### config.mk
export PLATFORM = sky130hd
export DESIGN_NAME = i2c_seq_master
export DESIGN_NICKNAME = d
export VERILOG_FILES = /design/src/rtl/i2c_pkg.sv /design/src/rtl/i2c_seq_master.sv
export SDC_FILE = /design/constraint.sdc
export NUM_CORES = 1
export LEC_CHECK = 0
export ABC_AREA = 1
export CORE_MARGIN = 2
export CORE_UTILIZATION = 55
export CTS_CLUSTER_DIAMETER = 40
export DETAILED_ROUTE_END_ITERATION = 6
export GPL_TIMING_DRIVEN = 1
export PLACE_DENSITY = 0.86
export SYNTH_ARGS = -nofsm -noshare
export SYNTH_HDL_FRONTEND = slang
export SYNTH_SLANG_ARGS = --single-unit
### constraint.sdc
create_clock -name clk -period 2.5 [get_ports clk]
set_input_delay 0.625 -clock clk [delete_from_list [all_inputs] [get_ports clk]]
set_output_delay 0.625 -clock clk [all_outputs]
set_load 0.02 [all_outputs]
### src/rtl/i2c_pkg.sv
// Shared definitions for the I2C/SCCB transaction sequencer: byte command
// encodings, FSM state encoding and the width legality check.
package i2c_pkg;

  localparam logic [3:0] CMD_START = 4'b0001;
  localparam logic [3:0] CMD_WRITE = 4'b0010;
  localparam logic [3:0] CMD_READ  = 4'b0100;
  localparam logic [3:0] CMD_STOP  = 4'b1000;

  typedef enum logic [2:0] {
    ST_IDLE,
    ST_REQ,
    ST_WAIT,
    ST_STOP,
    ST_WAIT_STOP,
    ST_RSP
  } state_e;

  // Register address and data are each carried as one or two whole bytes.
  function automatic bit widths_legal(input int reg_aw, input int dw);
    return ((reg_aw == 8) || (reg_aw == 16)) && ((dw == 8) || (dw == 16));
  endfunction

endpackage

### src/rtl/i2c_seq_master.sv
// Expands one register read/write into byte requests for the I2C bit engine
// and returns read data plus a NACK status per transaction.
//
// state      | meaning
// -----------+----------------------------------------------------------
// IDLE       | cmd_rdy high, waiting for a transaction
// REQ        | issue byte idx to the bit engine
// WAIT       | waiting for done of the current byte
// STOP       | issue a bare STOP after a slave NACK
// WAIT_STOP  | waiting for done of the abort STOP
// RSP        | pulse rsp_vld, return to IDLE
module i2c_seq_master
  import i2c_pkg::*;
#(
  parameter logic [6:0] DEV_ADDR = 7'h3C,
  parameter int         REG_AW   = 16,
  parameter int         DW       = 8
) (
  input  logic              clk,
  input  logic              rst_n,
  input  logic              cmd_vld,
  output logic              cmd_rdy,
  input  logic              cmd_rw,
  input  logic [REG_AW-1:0] cmd_addr,
  input  logic [DW-1:0]     cmd_wdata,
  output logic              req,
  output logic [3:0]        cmd,
  output logic [7:0]        data,
  input  logic              done,
  input  logic              ack_err,
  input  logic [7:0]        rx_data,
  output logic              rsp_vld,
  output logic [DW-1:0]     rsp_rdata,
  output logic              rsp_err
);

  localparam int AB   = REG_AW / 8;
  localparam int DB   = DW / 8;
  localparam int N_WR = 1 + AB + DB;
  localparam int N_RD = 2 + AB + DB;
  localparam logic [2:0] LAST_WR = 3'(N_WR - 1);
  localparam logic [2:0] LAST_RD = 3'(N_RD - 1);

  if (!widths_legal(REG_AW, DW)) begin : g_bad_params
    $error("i2c_seq_master: REG_AW and DW must each be 8 or 16");
  end

  state_e            state_q;
  logic [2:0]        idx_q;
  logic              rw_q;
  logic [REG_AW-1:0] addr_q;
  logic [DW-1:0]     wdata_q;
  logic [DW-1:0]     acc_q;
  logic              err_q;
  logic              cmd_rdy_q;
  logic              req_q;
  logic [3:0]        cmd_q;
  logic [7:0]        data_q;
  logic              rsp_vld_q;
  logic [DW-1:0]     rsp_rdata_q;
  logic              rsp_err_q;
  logic [11:0]       sel_w;
  logic [2:0]        last_idx;

  // Byte idx of the current transaction as {cmd, data}; multi-byte fields go MSB first.
  function automatic logic [11:0] sel_byte(input logic [2:0] idx, input logic rw,
                                           input logic [REG_AW-1:0] addr,
                                           input logic [DW-1:0] wdata);
    int         i;
    logic [3:0] c;
    logic [7:0] d;
    i = int'(idx);
    c = CMD_WRITE;
    d = 8'h00;
    if (i == 0) begin
      c = CMD_START | CMD_WRITE;
      d = {DEV_ADDR, 1'b0};
    end else if (i <= AB) begin
      d = 8'(addr >> (8 * (AB - i)));
    end else if (!rw) begin
      c = (i == N_WR - 1) ? (CMD_WRITE | CMD_STOP) : CMD_WRITE;
      d = 8'(wdata >> (8 * (N_WR - 1 - i)));
    end else if (i == AB + 1) begin
      c = CMD_START | CMD_WRITE;
      d = {DEV_ADDR, 1'b1};
    end else begin
      c = (i == N_RD - 1) ? (CMD_READ | CMD_STOP) : CMD_READ;
    end
    return {c, d};
  endfunction

  assign sel_w    = sel_byte(idx_q, rw_q, addr_q, wdata_q);
  assign last_idx = rw_q ? LAST_RD : LAST_WR;

  always_ff @(posedge clk or negedge rst_n) begin
    if (!rst_n) begin
      state_q     <= ST_IDLE;
      idx_q       <= '0;
      rw_q        <= 1'b0;
      addr_q      <= '0;
      wdata_q     <= '0;
      acc_q       <= '0;
      err_q       <= 1'b0;
      cmd_rdy_q   <= 1'b0;
      req_q       <= 1'b0;
      cmd_q       <= '0;
      data_q      <= '0;
      rsp_vld_q   <= 1'b0;
      rsp_rdata_q <= '0;
      rsp_err_q   <= 1'b0;
    end else begin
      req_q     <= 1'b0;
      rsp_vld_q <= 1'b0;
      rsp_err_q <= 1'b0;
      case (state_q)
        ST_IDLE: begin
          if (cmd_vld && cmd_rdy_q) begin
            cmd_rdy_q <= 1'b0;
            rw_q      <= cmd_rw;
            addr_q    <= cmd_addr;
            wdata_q   <= cmd_wdata;
            acc_q     <= '0;
            err_q     <= 1'b0;
            idx_q     <= '0;
            state_q   <= ST_REQ;
          end else begin
            cmd_rdy_q <= 1'b1;
          end
        end
        ST_REQ: begin
          req_q   <= 1'b1;
          cmd_q   <= sel_w[11:8];
          data_q  <= sel_w[7:0];
          state_q <= ST_WAIT;
        end
        ST_WAIT: begin
          if (done) begin
            if (|(cmd_q & CMD_READ)) begin
              acc_q <= DW'({acc_q, rx_data});
            end
            // A NACKed byte that already carried STOP has closed the bus itself.
            if (ack_err && |(cmd_q & CMD_WRITE)) begin
              err_q   <= 1'b1;
              state_q <= |(cmd_q & CMD_STOP) ? ST_RSP : ST_STOP;
            end else if (idx_q == last_idx) begin
              state_q <= ST_RSP;
            end else begin
              idx_q   <= idx_q + 3'd1;
              state_q <= ST_REQ;
            end
          end
        end
        ST_STOP: begin
          req_q   <= 1'b1;
          cmd_q   <= CMD_STOP;
          data_q  <= 8'h00;
          state_q <= ST_WAIT_STOP;
        end
        ST_WAIT_STOP: begin
          if (done) begin
            state_q <= ST_RSP;
          end
        end
        ST_RSP: begin
          rsp_vld_q <= 1'b1;
          rsp_err_q <= err_q;
          if (rw_q && !err_q) begin
            rsp_rdata_q <= acc_q;
          end
          idx_q   <= '0;
          state_q <= ST_IDLE;
        end
        default: state_q <= ST_IDLE;
      endcase
    end
  end

  assign cmd_rdy   = cmd_rdy_q;
  assign req       = req_q;
  assign cmd       = cmd_q;
  assign data      = data_q;
  assign rsp_vld   = rsp_vld_q;
  assign rsp_rdata = rsp_rdata_q;
  assign rsp_err   = rsp_err_q;

endmodule

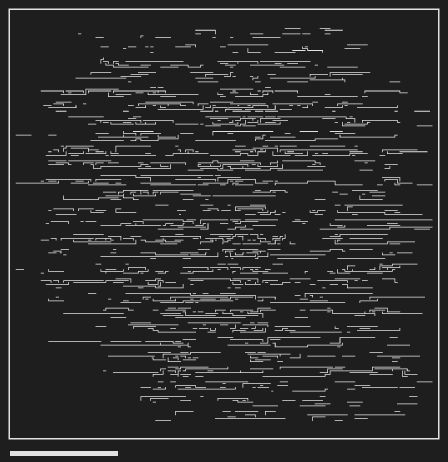
Fig. 1. M1 wires (run 1).
The bar under the picture is 20 µm long.
The longest straight run is 21.6 µm. The wires run mostly horizontal. The layer carries 2820 µm of wire. The layer holds 44% of the routed length.
total detailed-routing wirelength: 6460 µm
met1 Track Usage GR: 0.295
via count of the routed design: 2564

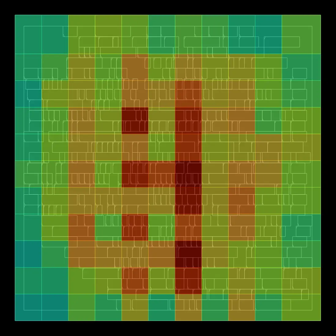
Fig. 2. Congestion heat map (run 1).
met3 demand-to-capacity share in global routing: 0.0659
Overall Global Routing Usage: 0.230

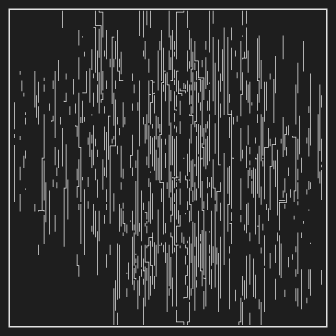
Fig. 3. The metal 2 layer (run 1).
The longest straight run is 27.9 µm. 361 nets have wire on it. The layer holds 49% of the routed length.
M2 GR Usage: 0.358

[run 1: critical path, stage by stage (launching register included)]
cell	delay, ns
sky130_fd_sc_hd__dfrtp_1	0.46
sky130_fd_sc_hd__clkinv_1	0.29
sky130_fd_sc_hd__ha_1	0.39
sky130_fd_sc_hd__nand2_1	0.06
sky130_fd_sc_hd__nor2_1	0.35
sky130_fd_sc_hd__nand3_1	0.14
sky130_fd_sc_hd__o21ai_0	0.10
sky130_fd_sc_hd__nand2_1	0.08
sky130_fd_sc_hd__nand2_1	0.06
[run 1: power groups by stage]
stage          Sequential [µW]  Clock, µW  Combinational, µW
6_report                  1700        900               1810
5_1_grt                   1740        971               2030
4_1_cts                   1690        919               1820
3_5_place_dp              1710          0               1810
3_3_place_gp              1680          0               1750
2_1_floorplan             1740          0               1240
[run 1: metrics by stage]
step,utilization,instances,setup WS (ns)
after floorplan,-,362,0.856
after CTS,0.729,506,0.499
after global routing,0.729,506,0.276
after global placement,0.691,491,0.564
final,0.729,506,0.504
after detailed placement,0.691,491,0.507
[run 1: sequential cells by signal, indices dropped and copies added (netlist names)]
name and count:
idx_q 3, cmd_rdy 1, state_q 3, rw_q 1
req 1, err_q 1, addr_q 16, rsp_vld 1
rsp_rdata 8, acc_q 8, cmd 4, wdata_q 8
data 8, rsp_err 1
[run 1: cell type report]
| cell class | count | area [µm²] |
|---|---|---|
| Clock buffer | 12 | 165 |
| Clock inverter | 3 | 40.0 |
| Fill cell | 423 | 1490 |
| Inverter | 29 | 114 |
| Multi-Input combinational cell | 261 | 1330 |
| Sequential cell | 64 | 1600 |
| Tap cell | 72 | 90.1 |
| Timing Repair Buffer | 65 | 648 |
==> results.rst, run 1 <==
Metrics
=======

.. list-table::
   :header-rows: 1

   * - Metric
     - Value
   * - Sw Ratio
     - 0.400
   * - Leading area contributor after synthesis
     - sky130_fd_sc_hd__dfrtp_1
   * - First element of the critical path
     - idx_q[0]
   * - Worst R2R End
     - data[4]
   * - Most common logic cell in the routed design
     - sky130_fd_sc_hd__nand2_1
   * - Summed standard-cell area reported by yosys
     - 3100 µm²
   * - Floorplan Nets
     - 406
   * - Area fraction in and, or, nand and nor cells
     - 0.308
   * - Max Freq
     - 501 MHz
   * - Routed metal-1 wire length
     - 2820 µm
   * - Final setup TNS
     - 0 ns
   * - Path category of the worst min-delay check
     - input port to async pin
   * - Total standard cell area after synthesis
     - 3100 µm²
   * - First-pass GRT wire length
     - 11000 µm
   * - Tool Warnings
     - 29
   * - Area fraction of the dominant cell type after synthesis
     - 0.517
   * - Xor/xnor share of the synthesized area
     - 0
   * - Floorplan Core Area
     - 5470 µm²
   * - Number of I/O port buffers
     - 61
   * - Data required time at the worst endpoint
     - 2.78 ns
   * - WL met2
     - 3140 µm
   * - Floorplan die width
     - 79.1 µm
   * - Final period util
     - 0.798
   * - Total Nets Final
     - 474
   * - Worst Setup Path Type
     - flip-flop to flip-flop
   * - Drt initial violations
     - 131
   * - Startpoint type of the worst setup path
     - flip-flop
   * - Synthesis-stage register bit count
     - 64
   * - Top Metal Used
     - met4
   * - Number of placed I/O pins
     - 62
   * - Cts bufs inserted
     - 9
   * - Power share of the sequential group
     - 0.385
   * - Grt total ovfl
     - 0
   * - Max-cap violations
     - 0
   * - Net load switching power
     - 1760 µW
   * - Final-report hold violation count
     - 0
   * - Top logic cell family in the synthesized netlist
     - simple AND/OR/NAND/NOR gates
   * - Starting Density
     - 0.566
   * - Pins over their slew limit
     - 0
   * - Wire length per cell after detailed routing
     - 12.8 µm
   * - Capture point of the critical path
     - data[4]
   * - Internal power
     - 2650 µW
   * - Share of total power in the clock network
     - 0.204
   * - Die Outline Area
     - 6250 µm²
   * - Setup Buffers After CTS
     - 0
   * - Final HPWL DP
     - 4680 µm
   * - Design Area, Final
     - 3990 µm²
   * - Post-synthesis share of cell area spent on and-or and or-and gates
     - 0.0679
   * - Source-to-sink clock delay at the later pin of the worst-skew pair
     - 0.34 ns
   * - Predominant post-synthesis flop cell
     - sky130_fd_sc_hd__dfrtp_1
   * - Setup repair after global routing missed its margin
     - false
   * - Critical Path AT
     - 2.28 ns
   * - Vias in the first global route
     - 2516
   * - Clock Skews
     - 0.00563 ns
   * - Maximum fanout along the worst path
     - 10
   * - CTS sink cnt
     - 64
   * - Pre-antenna DRT Iters
     - 4
   * - Count of hold buffers inserted by post-cts repair
     - 0
   * - Fraction of synthesized area in multiplexers
     - 0.0291
   * - Sequential element share of the synthesized area
     - 0.517
   * - Worst hold-check slack
     - 0.277 ns
   * - Top post-synthesis cells by count
     - 158 x sky130_fd_sc_hd__nand2_1, 64 x sky130_fd_sc_hd__dfrtp_1, 21 x sky130_fd_sc_hd__inv_1
   * - Vias per std cell
     - 5.07
   * - Worst reg2reg startpoint
     - idx_q[0]
   * - Deepest level of the CTS H-tree
     - 3
   * - Worst slew pin tran
     - 0.482 ns
   * - Reg clk slew, reported paths
     - 0.07 ns
   * - Height of the die
     - 79.1 µm
   * - Status
     - completed
   * - Static leakage
     - 0.00199 µW
   * - Number of resized instances in the post-cts repair step
     - 0
   * - Maximum count of clock buffers along a single path
     - 2
   * - Most frequently placed logic cells in the final layout
     - 158 x sky130_fd_sc_hd__nand2_1, 64 x sky130_fd_sc_hd__dfrtp_1, 60 x sky130_fd_sc_hd__clkdlybuf4s50_1
   * - EDFF count, synth
     - 0
   * - Number of antenna violations at the first check in global routing
     - 0
   * - Portion of total power attributed to combinational logic
     - 0.411
   * - GRT Max-Usage Layer
     - met2
   * - Worst VDD drop
     - 0.660 mV
   * - Slew HR
     - 0.678
   * - Synth-to-layout area growth
     - 28.7%
   * - Cell Rows
     - 27
   * - Maximum number of pins on one net before global-route repair
     - 65
   * - Power Total
     - 4410 µW
   * - Cell area power density
     - 1110 nW/µm²
   * - DRT antenna net count
     - 0
   * - Number of antenna diodes
     - 0
   * - Routed length on met3
     - 347 µm
   * - Post-Syn Instances
     - 362
   * - Adder-cell share of the synthesized area
     - 0.0242
   * - CTS Root Buffer Type
     - sky130_fd_sc_hd__clkbuf_8
   * - Weighted congestion reported at the end of routability-driven placement
     - 0.866
   * - Synth unique cells
     - 31
   * - Avg Cell Area, Syn
     - 8.56 µm²
   * - Top area cell types
     - sky130_fd_sc_hd__dfrtp_1 52%, sky130_fd_sc_hd__nand2_1 19%, sky130_fd_sc_hd__mux2_1 2.9%
   * - Endpoint class of the critical path
     - flip-flop
   * - Share of flip-flops with an asynchronous set or reset
     - 1.00
   * - Register-to-register path setup slack
     - 0.50 ns
   * - Setup-violating endpoint count in the final report
     - 0
   * - Cell area reported after detailed placement
     - 3780 µm²
   * - Min cycle time layout
     - 2.00 ns
   * - Ys Warns
     - 0
   * - Depth of the worst register-to-register path
     - 8
   * - Post-detailed-route DRC marker count
     - 0
   * - CTS tree
     - yes
   * - Number of cells in Yosys stat
     - 362
   * - Cell with the most instances after synthesis
     - sky130_fd_sc_hd__nand2_1
   * - Layout cells sized above 1
     - 0.122
Fig. 4: run 1, wire density map
The bar under the picture is 20 µm long. The die is cut into 16 by 16 equal tiles; black is low, pale yellow is high, scaled to the fullest tile. Values are wire area over tile area, all layers added.
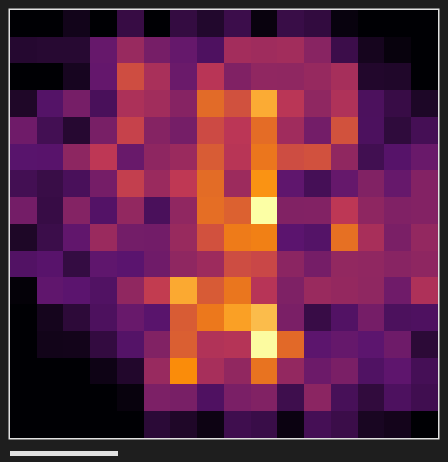

==> run 2, diff against run 1 <==
Settings changed: CORE_UTILIZATION 55 to 51, PLACE_DENSITY 0.86 to 0.81.
Clock period 2.5 ns to 1.95 ns, I/O delays scaled along.
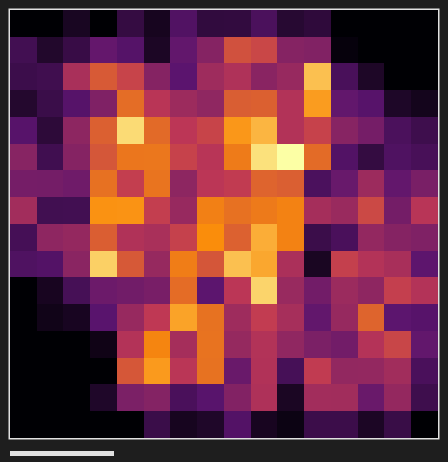
Fig. 5. Wire density map (run 2).
The bar under the picture is 20 µm long. The die is cut into 16 by 16 equal tiles; black is low, pale yellow is high, scaled to the fullest tile. Values are wire area over tile area, all layers added.
26% of the tiles are over half the peak. 12% of the tiles are nearly empty. The densest ninth of the die: middle. The mean over all tiles is 0.15.

==> run 2 against run 1 <==
Clock skew is 0.00064 ns higher. Synthesized cell count did not move. Clock-buffer cell count fell by 1. Global-route usage fell by 1.5 points. Wire length decreased by 0.76%. Via count shrank 1.4%. Hold slack got worse by 0.22 ns. Largest power group unchanged. Highest routed layer unchanged.
==> results.rst, run 2 <==
Metrics
=======

.. list-table::
   :header-rows: 1

   * - Metric
     - Value
   * - Area fraction of the dominant cell type after synthesis
     - 0.517 (unchanged)
   * - Endpoint class of the critical path
     - output port (was flip-flop)
   * - Final setup margin
     - 0.119 ns (was 0.504 ns)
   * - Worst VDD drop
     - 0.674 mV (was 0.660 mV)
   * - Weighted congestion reported at the end of routability-driven placement
     - 0.850 (was 0.866)
   * - Pins over their slew limit
     - 0 (unchanged)
   * - Total standard cell area after synthesis
     - 3100 µm² (unchanged)
   * - Ys Warns
     - 0 (unchanged)
   * - Post-Syn Instances
     - 362 (unchanged)
   * - Top post-synthesis cells by count
     - 158 x sky130_fd_sc_hd__nand2_1, 64 x sky130_fd_sc_hd__dfrtp_1, 21 x sky130_fd_sc_hd__inv_1 (unchanged)
   * - CTS sink cnt
     - 64 (unchanged)
   * - Cell area power density
     - 1410 nW/µm² (was 1110 nW/µm²)
   * - Slew HR
     - 0.679 (was 0.678)
   * - Synth-to-layout area growth
     - 29.4% (was 28.7%)
   * - Cell Rows
     - 28 (was 27)
   * - Power Total
     - 5670 µW (was 4410 µW)
   * - CTS Root Buffer Type
     - sky130_fd_sc_hd__clkbuf_8 (unchanged)
   * - Share of flip-flops with an asynchronous set or reset
     - 1.00 (unchanged)
   * - Number of I/O port buffers
     - 61 (unchanged)
   * - First-pass GRT wire length
     - 10900 µm (was 11000 µm)
   * - Number of flip-flops under the largest register name
     - 16 (unchanged)
   * - Critical Path AT
     - 1.34 ns (was 2.28 ns)
   * - Setup Buffers After CTS
     - 0 (unchanged)
   * - Setup repair after global routing missed its margin
     - false (unchanged)
   * - Sequential element share of the synthesized area
     - 0.517 (unchanged)
   * - Maximum number of pins on one net before global-route repair
     - 51 (was 65)
   * - Min cycle time layout
     - 1.83 ns
   * - Worst-path cell chain
     - clkdlybuf4s50_1 (was clkinv_1 -> ha_1 -> nand2_1 -> nor2_1 -> nand3_1 -> o21ai_0 -> nand2_1 -> nand2_1)
   * - Final-report hold violation count
     - 0 (unchanged)
   * - Reg clk slew, reported paths
     - 0.07 ns (about the same)
   * - Most frequently placed logic cells in the final layout
     - 158 x sky130_fd_sc_hd__nand2_1, 64 x sky130_fd_sc_hd__dfrtp_1, 60 x sky130_fd_sc_hd__clkdlybuf4s50_1 (unchanged)
   * - Leading area contributor after synthesis
     - sky130_fd_sc_hd__dfrtp_1 (unchanged)
   * - Vias in the first global route
     - 2503 (was 2516)
   * - Overall Global Routing Usage
     - 0.215 (was 0.230)
   * - Depth of the worst register-to-register path
     - 10 (was 8)
   * - Worst reg2reg startpoint
     - idx_q[0] (unchanged)
   * - Final setup TNS
     - 0 ns (unchanged)
   * - CTS tree
     - yes (unchanged)
   * - Pre-antenna DRT Iters
     - 4 (unchanged)
   * - Wire length per cell after detailed routing
     - 12.5 µm (was 12.8 µm)
   * - Number of placed I/O pins
     - 62 (unchanged)
   * - Floorplan Nets
     - 406 (unchanged)
   * - Number of placed instances with taps included
     - 496 (was 491)
   * - Most common logic cell in the routed design
     - sky130_fd_sc_hd__nand2_1 (unchanged)
   * - Starting Density
     - 0.526 (was 0.566)
   * - Register-to-register path setup slack
     - 0.20 ns (was 0.50 ns)
   * - Floorplan Core Area
     - 5890 µm² (was 5470 µm²)
   * - Final HPWL DP
     - 4720 µm (was 4680 µm)
   * - Grt total ovfl
     - 0 (unchanged)
   * - Via count of the routed design
     - 2527 (was 2564)
   * - Startpoint type of the worst setup path
     - flip-flop (unchanged)
   * - Synthesis-stage register bit count
     - 64 (unchanged)
   * - Max Freq
     - 546 MHz
   * - Clock Skews
     - 0.00627 ns (was 0.00563 ns)
   * - Summed standard-cell area reported by yosys
     - 3100 µm² (unchanged)
   * - Total Nets Final
     - 476 (was 474)
   * - Top area cell types
     - sky130_fd_sc_hd__dfrtp_1 52%, sky130_fd_sc_hd__nand2_1 19%, sky130_fd_sc_hd__mux2_1 2.9% (unchanged)
   * - Die Outline Area
     - 6710 µm² (was 6250 µm²)
   * - Data required time at the worst endpoint
     - 1.46 ns (was 2.78 ns)
   * - Worst hold-check slack
     - 0.0594 ns (was 0.277 ns)
   * - Number of non-filler instances in the completed layout
     - 512 (was 506)
   * - Status
     - completed (unchanged)
   * - Core Util, Final
     - 0.681 (was 0.729)
   * - Largest reg by FF count
     - addr_q (unchanged)
   * - Drt initial violations
     - 131 (unchanged)
   * - Maximum count of clock buffers along a single path
     - 2 (unchanged)
   * - Synth unique cells
     - 31 (unchanged)
   * - EDFF count, synth
     - 0 (unchanged)
   * - Cell area reported after detailed placement
     - 3800 µm² (was 3780 µm²)
   * - DRT antenna net count
     - 0 (unchanged)
   * - Height of the die
     - 81.9 µm (was 79.1 µm)
   * - Number of cells in Yosys stat
     - 362 (unchanged)
   * - Vias per std cell
     - 4.94 (was 5.07)
   * - Number of antenna violations at the first check in global routing
     - 0 (unchanged)
   * - Delay of the slowest cell on the worst path
     - 0.62 ns (was 0.46 ns)
   * - Maximum fanout along the worst path
     - 3 (was 10)
   * - Static leakage
     - 0.00199 µW (about the same)
   * - Tool Warnings
     - 29 (unchanged)
   * - Number of antenna diodes
     - 0 (unchanged)
   * - Predominant post-synthesis flop cell
     - sky130_fd_sc_hd__dfrtp_1 (unchanged)
   * - Final period util
     - 0.939
   * - CP max stage cell
     - sky130_fd_sc_hd__clkdlybuf4s50_1 (was sky130_fd_sc_hd__dfrtp_1)
   * - Cell with the most instances after synthesis
     - sky130_fd_sc_hd__nand2_1 (unchanged)
   * - Floorplan die width
     - 81.9 µm (was 79.1 µm)
   * - Design Area, Final
     - 4010 µm² (was 3990 µm²)
   * - Worst slack at placement
     - 0.102 ns (was 0.507 ns)
   * - Layout cells sized above 1
     - 0.130 (was 0.122)
   * - Max-cap violations
     - 0 (unchanged)
   * - Worst R2R End
     - data[2] (was data[4])
   * - Deepest level of the CTS H-tree
     - 3 (unchanged)
   * - Source-to-sink clock delay at the later pin of the worst-skew pair
     - 0.34 ns (about the same)
   * - Crit path max-delay family
     - buffers and inverters (was simple AND/OR/NAND/NOR gates)
   * - Avg Cell Area, Syn
     - 8.56 µm² (unchanged)
   * - Cts bufs inserted
     - 9 (unchanged)
   * - Combined buffer and inverter count along the critical path
     - 1 (unchanged)
   * - Worst slew pin tran
     - 0.482 ns (about the same)
   * - Worst Setup Path Type
     - flip-flop to output port (was flip-flop to flip-flop)
   * - Path category of the worst min-delay check
     - input port to async pin (unchanged)
   * - Fill count
     - 473 (was 423)
   * - Setup-violating endpoint count in the final report
     - 0 (unchanged)
   * - Total detailed-routing wirelength
     - 6410 µm (was 6460 µm)
   * - Post-detailed-route DRC marker count
     - 0 (unchanged)
## run 2: what timing repair did
action | 4_1_cts | 5_1_grt
gates resized | 0 | 1
hold buffers | 0 | 0
setup endpoints to repair | 0 | 8
## run 2: layout make-up
cell class                 count  area (µm²)  share of cell area
clock buffer                  11         151              0.0378
clock inverter                 5        55.1              0.0137
inverter                      29         114              0.0284
multi-input combinational    261        1330               0.332
sequential                    64        1600               0.399
tap                           75        93.8              0.0234
timing repair buffer          67         663               0.165
## run 2: cell families after synthesis
family / count (synthesis) / share of synthesized area
and+or+nand+nor: 214 / 0.308
AOI/OAI and AO/OA: 33 / 0.0679
DFF: 64 / 0.517
buffers and inverters: 37 / 0.0541
adders and majority gates: 6 / 0.0242
muxes: 8 / 0.0291
## run 2: how the worst max path moves through the flow
stage              from  slack, ns  cells past startpoint  endpoint
2_1_floorplan  idx_q[0]       0.31                      8   data[1]
6_report         cmd[3]       0.12                      1    cmd[3]
4_1_cts        idx_q[0]       0.09                     10   data[2]
5_1_grt        idx_q[0]       0.07                      9   data[4]
3_3_place_gp   idx_q[0]       0.19                     10   data[2]
3_5_place_dp   idx_q[0]       0.10                     10   data[2]
## run 2: power by group
group | switching [µW] | internal, µW
clock | 497 | 655
sequential | 338 | 1830
combinational | 1450 | 900
## run 2: routing by layer
layer / track usage / vias to the layer above / wire length [µm] / part of all wire
met5: 0 / - / 0 / 0
met4: 0.0950 / 0 / 122 / 0.019
met3: 0.0440 / 13 / 294 / 0.046
met2: 0.358 / 68 / 3010 / 0.47
met1: 0.270 / 1168 / 2980 / 0.47
li1: - / 1278 / - / -
No activity file was given, so power comes from the tool's default toggle rates.
